[config.mk]
export PLATFORM = sky130hd
export DESIGN_NAME = mem_stage_sram_ctrl
export DESIGN_NICKNAME = d
export VERILOG_FILES = /design/src/rtl/mem_stage_sram_ctrl.sv
export SDC_FILE = /design/constraint.sdc
export NUM_CORES = 1
export LEC_CHECK = 0
export CORE_MARGIN = 3
export CORE_UTILIZATION = 40
export DETAILED_ROUTE_END_ITERATION = 8
export GPL_TIMING_DRIVEN = 0
export PLACE_DENSITY = 0.76
export SYNTH_ARGS = -nofsm -noshare
export SYNTH_HDL_FRONTEND = slang
export SYNTH_SLANG_ARGS = --single-unit
[constraint.sdc]
create_clock -name clk -period 2.3 [get_ports clk]
set_input_delay 0.23 -clock clk [delete_from_list [all_inputs] [get_ports clk]]
set_output_delay 0.23 -clock clk [all_outputs]
set_load 0.01 [all_outputs]
[src/rtl/mem_stage_sram_ctrl.sv]
// rtl/mem_stage_sram_ctrl.sv - MEM pipeline stage moving 32-bit words over a 16-bit SRAM in two half-word phases.
module mem_stage_sram_ctrl #(
  parameter int BASE_ADDR     = 1024,
  parameter int ACCESS_CYCLES = 3,
  parameter int SRAM_AW       = 18
) (
  input  logic               clk,
  input  logic               rst,
  input  logic               wb_en_in,
  input  logic               mem_r_en_in,
  input  logic               mem_w_en_in,
  input  logic [31:0]        alu_res_in,
  input  logic [31:0]        val_Rm_in,
  input  logic [3:0]         dest_in,
  output logic               ready,
  output logic [31:0]        mem_fwd_value,
  output logic               wb_en_hazard,
  output logic [3:0]         dest_hazard,
  output logic               wb_en_out,
  output logic               mem_r_en_out,
  output logic [31:0]        alu_res_out,
  output logic [31:0]        mem_data_out,
  output logic [3:0]         dest_out,
  output logic [SRAM_AW-1:0] sram_addr,
  output logic [15:0]        sram_dq_o,
  output logic               sram_dq_oe,
  input  logic [15:0]        sram_dq_i,
  output logic               sram_we_n,
  output logic               sram_oe_n
);

  localparam int CNT_W = (ACCESS_CYCLES > 2) ? $clog2(ACCESS_CYCLES) : 1;
  localparam logic [CNT_W-1:0] CNT_LAST    = CNT_W'(ACCESS_CYCLES - 1);
  localparam logic [CNT_W-1:0] CNT_PRELAST = CNT_W'(ACCESS_CYCLES - 2);

  typedef enum logic [1:0] {IDLE, LO, HI, DONE} state_t;

  state_t              state_q;
  logic [CNT_W-1:0]    cnt_q;
  logic [31:0]         rdata_q;
  logic [SRAM_AW-1:0]  sram_addr_q;
  logic [15:0]         sram_dq_o_q;
  logic                sram_dq_oe_q;
  logic                sram_we_n_q;
  logic                sram_oe_n_q;
  logic                wb_en_q;
  logic                mem_r_en_q;
  logic [31:0]         alu_res_q;
  logic [31:0]         mem_data_q;
  logic [3:0]          dest_q;

  logic                mem_op;
  logic                is_store;
  logic                is_load;
  logic [31:0]         offset;
  logic [SRAM_AW-2:0]  word_idx;
  logic                unused_offset_bits;

  assign mem_op   = mem_r_en_in | mem_w_en_in;
  // Both enables set behaves as a store.
  assign is_store = mem_w_en_in;
  assign is_load  = mem_r_en_in & ~mem_w_en_in;

  // Out-of-range addresses simply wrap into the SRAM word space.
  assign offset             = alu_res_in - 32'(BASE_ADDR);
  assign word_idx           = offset[SRAM_AW:2];
  assign unused_offset_bits = ^{offset[31:SRAM_AW+1], offset[1:0]};

  assign ready         = ~mem_op | (state_q == DONE);
  assign mem_fwd_value = alu_res_in;
  assign wb_en_hazard  = wb_en_in;
  assign dest_hazard   = dest_in;

  assign wb_en_out    = wb_en_q;
  assign mem_r_en_out = mem_r_en_q;
  assign alu_res_out  = alu_res_q;
  assign mem_data_out = mem_data_q;
  assign dest_out     = dest_q;
  assign sram_addr    = sram_addr_q;
  assign sram_dq_o    = sram_dq_o_q;
  assign sram_dq_oe   = sram_dq_oe_q;
  assign sram_we_n    = sram_we_n_q;
  assign sram_oe_n    = sram_oe_n_q;

  // SRAM strobes are registered: they are set up on the edge entering each cycle of a phase.
  always_ff @(posedge clk or negedge rst) begin
    if (!rst) begin
      state_q      <= IDLE;
      cnt_q        <= '0;
      rdata_q      <= '0;
      sram_addr_q  <= '0;
      sram_dq_o_q  <= '0;
      sram_dq_oe_q <= 1'b0;
      sram_we_n_q  <= 1'b1;
      sram_oe_n_q  <= 1'b1;
    end else begin
      case (state_q)
        IDLE: begin
          if (mem_op) begin
            state_q      <= LO;
            cnt_q        <= '0;
            sram_addr_q  <= {word_idx, 1'b0};
            sram_dq_o_q  <= val_Rm_in[15:0];
            sram_dq_oe_q <= is_store;
            sram_we_n_q  <= ~is_store;
            sram_oe_n_q  <= is_store;
          end
        end
        LO, HI: begin
          if (cnt_q == CNT_LAST) begin
            cnt_q <= '0;
            if (state_q == LO) begin
              if (is_load) rdata_q[15:0] <= sram_dq_i;
              state_q     <= HI;
              sram_addr_q <= {word_idx, 1'b1};
              sram_dq_o_q <= val_Rm_in[31:16];
              sram_we_n_q <= ~is_store;
            end else begin
              if (is_load) rdata_q[31:16] <= sram_dq_i;
              state_q      <= DONE;
              sram_dq_oe_q <= 1'b0;
              sram_we_n_q  <= 1'b1;
              sram_oe_n_q  <= 1'b1;
            end
          end else begin
            cnt_q <= cnt_q + 1'b1;
            // Release the write strobe one cycle early so data is held past we_n rising.
            if (cnt_q == CNT_PRELAST) sram_we_n_q <= 1'b1;
          end
        end
        DONE: state_q <= IDLE;
        default: state_q <= IDLE;
      endcase
    end
  end

  always_ff @(posedge clk or negedge rst) begin
    if (!rst) begin
      wb_en_q    <= 1'b0;
      mem_r_en_q <= 1'b0;
      alu_res_q  <= '0;
      mem_data_q <= '0;
      dest_q     <= '0;
    end else if (ready) begin
      wb_en_q    <= wb_en_in;
      mem_r_en_q <= mem_r_en_in;
      alu_res_q  <= alu_res_in;
      dest_q     <= dest_in;
      if (is_load) mem_data_q <= rdata_q;
    end
  end

endmodule

==> images/clocks.png <==
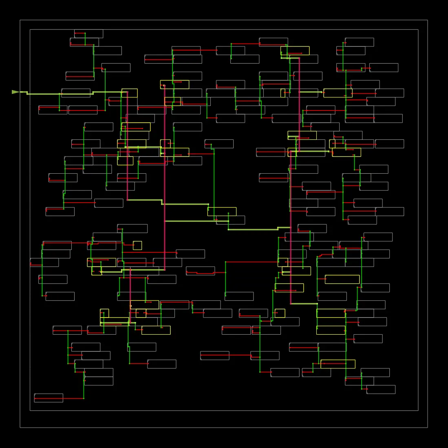
clk ins delay skew pair: 0.42 ns
clock sinks: 143

==> images/layer_met4.png <==
Cells faint in the background.
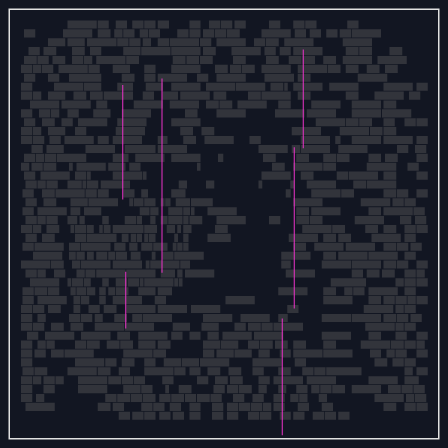
nets with wire on the layer: 3
wire length on this layer: 225 um
longest straight run: 59.2 um
share of all routed wire: 1.5%
main direction: vertical
Routed WL: 15190 um
routed via count: 4238

==> images/metal_density.png <==
The die is cut into 26 by 26 equal tiles; dark blue is low, red is high, scaled to the fullest tile. Values are wire area over tile area, all layers added.
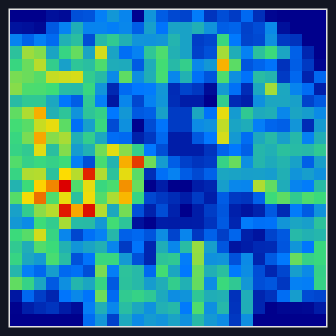
nearly empty tiles: 6.1%
mean over tiles: 0.14
tiles over half the peak: 16%
wire per inst: 16.90 um
Tot GR Track Use: 18.36%

==> images/placement_by_type.png <==
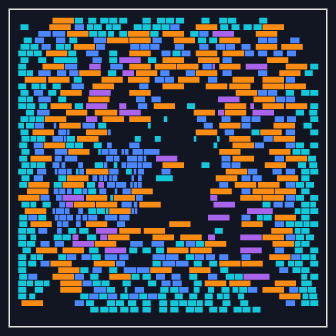
| class | color | cells | share of their area |
|---|---|---|---|
| combinational and other logic | blue | 222 | 25% |
| other buffers and delay cells | cyan | 291 | 30% |
| flops | orange | 143 | 39% |
| clock drivers and dummy loads | purple | 32 | 6.5% |
Finished Cell Area: 9514 um2
core area: 15260 um2
Seq area share: 37.64%

==> images/clk_routes.png <==
Scale bar: 50 um.
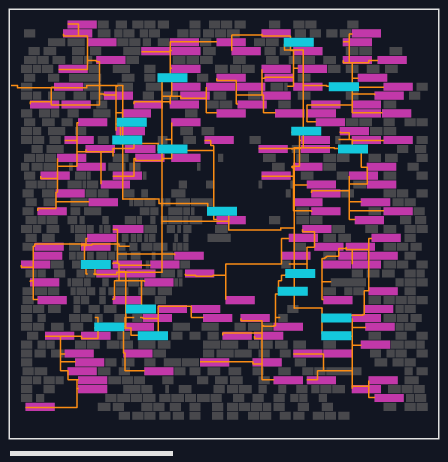
[clock drivers] cyan | count: 17
[clock wires] orange | length: 1710 um
[flip-flops] magenta | count: 143
routed clock nets: 18
flops lie: spread over the die
clock skew: 0.007394 ns
Clk pwr share: 22.0%
Clock net power: 0.00274 W

==> Changelog: implementation <==
### Changed

* RD Place Congestion at 0.7591
* Flop pwr share at 34.0%
* Worst path cell trace: inv_1 -> ha_1 -> or3b_1 -> buf_2 -> and3_4 -> buf_6 -> buf_6 -> mux2_4
* PD cells at 1312 nW/um2
* Mi-comb count at 212
* Top-Level Pins at 234
* Largest net degree at the start of global routing at 85
* Biggest area cells: dfrtp_1, mux2_2, mux2_4
* MI comb area at 2246 um2
* Number of enable flip-flop cells at 0
* P_comb at 0.00550 W
* RR Startpoint: state_q[1]$_DFFE_PN0P_
* FMAX at 0.4497 GHz
* Max Root-Sink Buffers at 2
* Hold crit path type: input port to async pin
* Iteration count of the initial detailed-routing pass at 5
* # setup viols final at 0
* Hold WS at 0.3619 ns
* Status: completed
* CP top delay family: buffers and inverters
* Die X at 130.9 um
* First-pass GRT wire length at 24230 um
* Slowest cell on crit path: dfrtp_1
* Crit Path Category: flop to flop
* WP depth at 8
* Reg-to-reg slack, setup at 0.08 ns
* Setup ws final at 0.07621 ns
* Registers at 143
* Internal power at 0.008746 W
* Post-Syn Area per Cell at 14.82 um2
* Cycle use final at 96.69%
* Dominant flop cell: dfrtp_1
* Diode count at 0
* Number of setup buffers added after CTS at 2
* Antenna Nets Post-Route at 0
* Top cell excl fill/tap: clkdlybuf4s50_1
* Async set or reset register ratio after synthesis at 100.0%
* Simple Share, Synth at 2.266%
* FF-to-FF path depth at 8
* Non-Filler Instances at 899
* Final nets at 772
* Cell variety after synth at 40
* Post-DP HPWL at 11440 um
* CTS Hold Bufs at 1
Power is estimated from default activity; no workload was simulated.
